### I/O pins on the die edge

(4 px per um) Pins as bars across the die edge, other pins in gray.
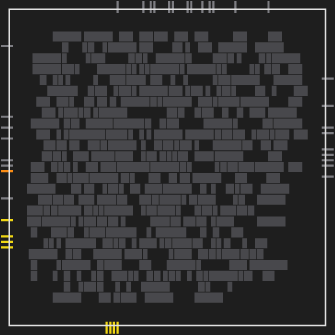
### Port wiring

(4 px per um)
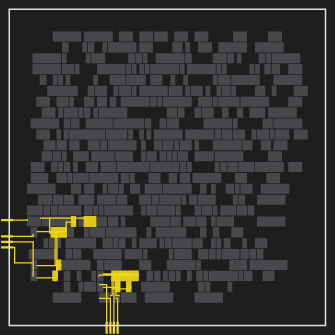
### src/rtl/seq_restoring_divider_if.sv
// rtl/seq_restoring_divider_if.sv - start/done handshake and operand/result bundle for seq_restoring_divider
interface seq_restoring_divider_if #(
  parameter int N = 8
);
  logic         start;
  logic [N-1:0] dividend;
  logic [N-1:0] divisor;
  logic         busy;
  logic         done;
  logic [N-1:0] quotient;
  logic [N-1:0] remainder;
  logic         div_by_zero;

  modport master (
    output start, dividend, divisor,
    input  busy, done, quotient, remainder, div_by_zero
  );

  modport slave (
    input  start, dividend, divisor,
    output busy, done, quotient, remainder, div_by_zero
  );
endinterface

### src/rtl/seq_restoring_divider.sv
// rtl/seq_restoring_divider.sv - multi-cycle restoring divider, one quotient bit per clock
// Optional two's-complement operands when DIV_SIGNED_EN is defined.
module seq_restoring_divider #(
  parameter int N = 8
) (
  input logic                    clk,
  input logic                    rst,
  seq_restoring_divider_if.slave bus
);
  localparam int CW = $clog2(N + 1);

  typedef enum logic [1:0] {IDLE, RUN, FIN} state_t;

  state_t        state;
  logic [2*N:0]  a_q;
  logic [N:0]    m_q;
  logic [CW-1:0] count_q;

  logic [2*N:0]  a_shift;
  logic [N:0]    trial;
  logic [2*N:0]  a_next;
  logic [N-1:0]  dd_mag;
  logic [N-1:0]  dv_mag;
  logic [N-1:0]  q_fin;
  logic [N-1:0]  r_fin;

`ifdef DIV_SIGNED_EN
  logic q_neg;
  logic r_neg;
`endif

  // One restoring step: shift, trial-subtract, keep the difference only if it did not go negative.
  always_comb begin
    a_shift = {a_q[2*N-1:0], 1'b0};
    trial   = a_shift[2*N:N] - m_q;
    a_next  = a_shift;
    if (trial[N]) begin
      a_next[0] = 1'b0;
    end else begin
      a_next[2*N:N] = trial;
      a_next[0]     = 1'b1;
    end
  end

`ifdef DIV_SIGNED_EN
  always_comb begin
    dd_mag = bus.dividend[N-1] ? -bus.dividend : bus.dividend;
    dv_mag = bus.divisor[N-1]  ? -bus.divisor  : bus.divisor;
    q_fin  = q_neg ? -a_next[N-1:0]   : a_next[N-1:0];
    r_fin  = r_neg ? -a_next[2*N-1:N] : a_next[2*N-1:N];
  end
`else
  always_comb begin
    dd_mag = bus.dividend;
    dv_mag = bus.divisor;
    q_fin  = a_next[N-1:0];
    r_fin  = a_next[2*N-1:N];
  end
`endif

  always_ff @(posedge clk) begin
    if (rst) begin
      state           <= IDLE;
      a_q             <= '0;
      m_q             <= '0;
      count_q         <= '0;
      bus.busy        <= 1'b0;
      bus.done        <= 1'b0;
      bus.quotient    <= '0;
      bus.remainder   <= '0;
      bus.div_by_zero <= 1'b0;
`ifdef DIV_SIGNED_EN
      q_neg           <= 1'b0;
      r_neg           <= 1'b0;
`endif
    end else begin
      bus.done <= 1'b0;
      case (state)
        IDLE: begin
          if (bus.start) begin
            bus.busy <= 1'b1;
            if (bus.divisor == '0) begin
              // Zero divisor skips RUN; results are posted directly so done lands in cycle 1.
              bus.quotient    <= '1;
              bus.remainder   <= bus.dividend;
              bus.div_by_zero <= 1'b1;
              bus.done        <= 1'b1;
              state           <= FIN;
            end else begin
              a_q     <= {{(N+1){1'b0}}, dd_mag};
              m_q     <= {1'b0, dv_mag};
              count_q <= CW'(N);
`ifdef DIV_SIGNED_EN
              q_neg   <= bus.dividend[N-1] ^ bus.divisor[N-1];
              r_neg   <= bus.dividend[N-1];
`endif
              state   <= RUN;
            end
          end
        end
        RUN: begin
          a_q     <= a_next;
          count_q <= count_q - 1'b1;
          if (count_q == CW'(1)) begin
            bus.quotient    <= q_fin;
            bus.remainder   <= r_fin;
            bus.div_by_zero <= 1'b0;
            bus.done        <= 1'b1;
            state           <= FIN;
          end
        end
        FIN: begin
          bus.busy <= 1'b0;
          state    <= IDLE;
        end
        default: state <= IDLE;
      endcase
    end
  end
endmodule

### src/flat_wrapper.sv
// flat-port wrapper written by rule: the top's interface ports become plain ports
module seq_restoring_divider_flat 
#(
  parameter int N = 8
)
  (clk, rst, bus_start, bus_dividend, bus_divisor, bus_busy, bus_done, bus_quotient, bus_remainder, bus_div_by_zero);
  seq_restoring_divider_if #(.N(N)) bus_i ();
  input logic clk;
  input logic rst;
  input wire logic [$bits(bus_i.start)-1:0] bus_start;
  input wire logic [$bits(bus_i.dividend)-1:0] bus_dividend;
  input wire logic [$bits(bus_i.divisor)-1:0] bus_divisor;
  output wire logic [$bits(bus_i.busy)-1:0] bus_busy;
  output wire logic [$bits(bus_i.done)-1:0] bus_done;
  output wire logic [$bits(bus_i.quotient)-1:0] bus_quotient;
  output wire logic [$bits(bus_i.remainder)-1:0] bus_remainder;
  output wire logic [$bits(bus_i.div_by_zero)-1:0] bus_div_by_zero;
  assign bus_i.start = bus_start;
  assign bus_i.dividend = bus_dividend;
  assign bus_i.divisor = bus_divisor;
  assign bus_busy = bus_i.busy;
  assign bus_done = bus_i.done;
  assign bus_quotient = bus_i.quotient;
  assign bus_remainder = bus_i.remainder;
  assign bus_div_by_zero = bus_i.div_by_zero;
  seq_restoring_divider #(.N(N)) u_core (.clk(clk), .rst(rst), .bus(bus_i));
endmodule
### config.mk
export PLATFORM = sky130hd
export DESIGN_NAME = seq_restoring_divider_flat
export DESIGN_NICKNAME = d
export VERILOG_FILES = /design/src/rtl/seq_restoring_divider_if.sv /design/src/rtl/seq_restoring_divider.sv /design/src/flat_wrapper.sv
export SDC_FILE = /design/constraint.sdc
export NUM_CORES = 1
export LEC_CHECK = 0
export CORE_MARGIN = 4
export CORE_UTILIZATION = 48
export DETAILED_ROUTE_END_ITERATION = 8
export GPL_ROUTABILITY_DRIVEN = 0
export PLACE_DENSITY = 0.71
export SETUP_SLACK_MARGIN = 0.5
export SLEW_MARGIN = 20
export SYNTH_ARGS = -nofsm -noshare
export SYNTH_HDL_FRONTEND = slang
export SYNTH_SLANG_ARGS = --single-unit
### constraint.sdc
create_clock -name clk -period 2.7 [get_ports clk]
set_clock_uncertainty 0.2 [all_clocks]
set_input_delay 0.54 -clock clk [delete_from_list [all_inputs] [get_ports clk]]
set_output_delay 0.54 -clock clk [all_outputs]
set_load 0.005 [all_outputs]
==> flow_metrics.tcl <==
# metrics dict for downstream scripts
set metrics [dict create \
    via_per_inst 5.49 \
    yosys_cells 297 \
    async_flop_share_pct 0 \
    hold_slack_ns 0.257 \
    grt_first_pass_wirelength_mm 10.7 \
    highest_layer "met4" \
    rsz0062_at_grt "true" \
    nets 388 \
    drt-met1-wl_mm 3.06 \
    synth-edff-count 0 \
    synthToLayoutAreaGrowth_pct 35.1 \
    nClkBuffers 6 \
    cts_resized 24 \
    final-seq-area_sq_um 986 \
    critPathBufInv 4 \
    logic_family "AND-OR/OR-AND gates" \
    drt-pass1-iter-count 4 \
    nonClkBufAreaFrac_pct 19.3 \
    wl_per_cell_um 15.5 \
    cp-start-kind "flop" \
    warning_count 30 \
    crit_end "u_core.bus.remainder[3]$_SDFFE_PP0P_" \
    crit_family "AND-OR/OR-AND gates" \
    grt_max_degree 20 \
    busiest_layer "met2" \
    p_sw_mw 0.657 \
    cp_max_fo 17 \
    holdBufCountCts 0 \
    p_seq_mw 0.837 \
    p_per_area_nw_per_um2 609 \
    n_antenna_cell 0 \
    crit_cells 11 \
    crit_path_top_delay_cell "fa_2" \
    sh_comb_area_pct 43.4 \
    outcome "finished clean" \
    wl_met3_um 375 \
    wirelength_mm 6.62 \
    topCellsByArea "dfxtp_1 41%, nor2_1 7.5%, nand2_1 7.0%, ha_1 5.2%, a311oi_1 5.1%" \
    core_sq_um 4790 \
    fin_setup_tns_ns 0 \
    ys_types 43 \
    peakVddDrop_v 0.000316 \
    comb_cell_power_mw 0.703 \
    num-nonclk-inverters 14 \
    internal-power_mw 1.32 \
    route.detailed.drc 0 \
    fill_cells 397 \
    ys_ff 49 \
    ys_chip_area_sq_um 2400 \
    met1_usage_pct 29.5 \
    first_iter_violations 177 \
    antenna_found_initial 0 \
    worst_pin_slew_ns 0.568 \
    hold_path_end "u_core.m_q[6]$_SDFFE_PP0P_" \
    clock_power_share_pct 22.0 \
    timing.final.ws_setup_ns 0.0766 \
    num_tap_cells 67 \
    cts.reportedPaths.clkPinSlew_ns 0.09 \
    lay_top_cells "46 x nor2_1, 45 x dfxtp_1, 44 x nand2_1, 28 x clkdlybuf4s50_1, 23 x buf_4" \
    clock_area_share_pct 2.70 \
    ioPinCount 38 \
    top_power_group "registers" \
    htree_levels 2 \
    power_frac_comb_pct 35.6 \
    logic_area_sq_um 1410 \
    fin_util_pct 67.7 \
    overflow 0 \
    relSlewSlack_pct 62.1 \
    setup_violations 0 \
    clock-sinks 49 \
    max_freq_mhz 381 \
    ant_nets 0 \
    largest_reg_flops 16 \
    fp_util_pct 50.1 \
    critPathLaunch "u_core.a_q[7]$_SDFFE_PP0P_" \
    ys_sh_simple_pct 22.5 \
    min_from "u_core.m_q[6]$_SDFFE_PP0P_" \
    globalRouteMet2Util_pct 34.6 \
    common_cells "49 x dfxtp_1, 48 x nor2_1, 45 x nand2_1" \
    dp_slack_ns -0.0267 \
    clock_latency_ns 0.30 \
    clockBufferDepth 2 \
    min_path_type "reg -> reg" \
    maxCapViolCount 0 \
    reg2reg_setup_slack_ns 0.08 \
    synth.most_common_cell "dfxtp_1" \
    grt_pass1_vias 2264 \
    power_frac_seq_pct 42.4 \
    ys_sh_xor_pct 1.82 \
    cp_cell_sequence "inv_2 -> ha_4 -> inv_2 -> fa_2 -> a211oi_4 -> o31ai_2 -> a221oi_4 -> buf_12 -> buf_4 -> a31oi_1 -> a311oi_1" \
    synth.avg_cell_area_sq_um 8.08 \
    finalNonFillerCells 426 \
]
## Picture notes: 'I/O pins on the die edge'
legend:
  bus_start:
    color: orange
    pins: 1
    direction: input
    edge: west
  bus_divisor:
    color: yellow
    pins: 8
    direction: input
    edge: 4 west, 4 south
Die Y: 78.7 um
Die W: 78.7 um
Port Buffers: 37

## Picture notes: 'Port wiring'
legend:
  bus_divisor:
    color: yellow
    bits: 8
    direction: input
    edge: 4 west, 4 south
    end_cells: 10
    buffers: 8
    wire: 175 um

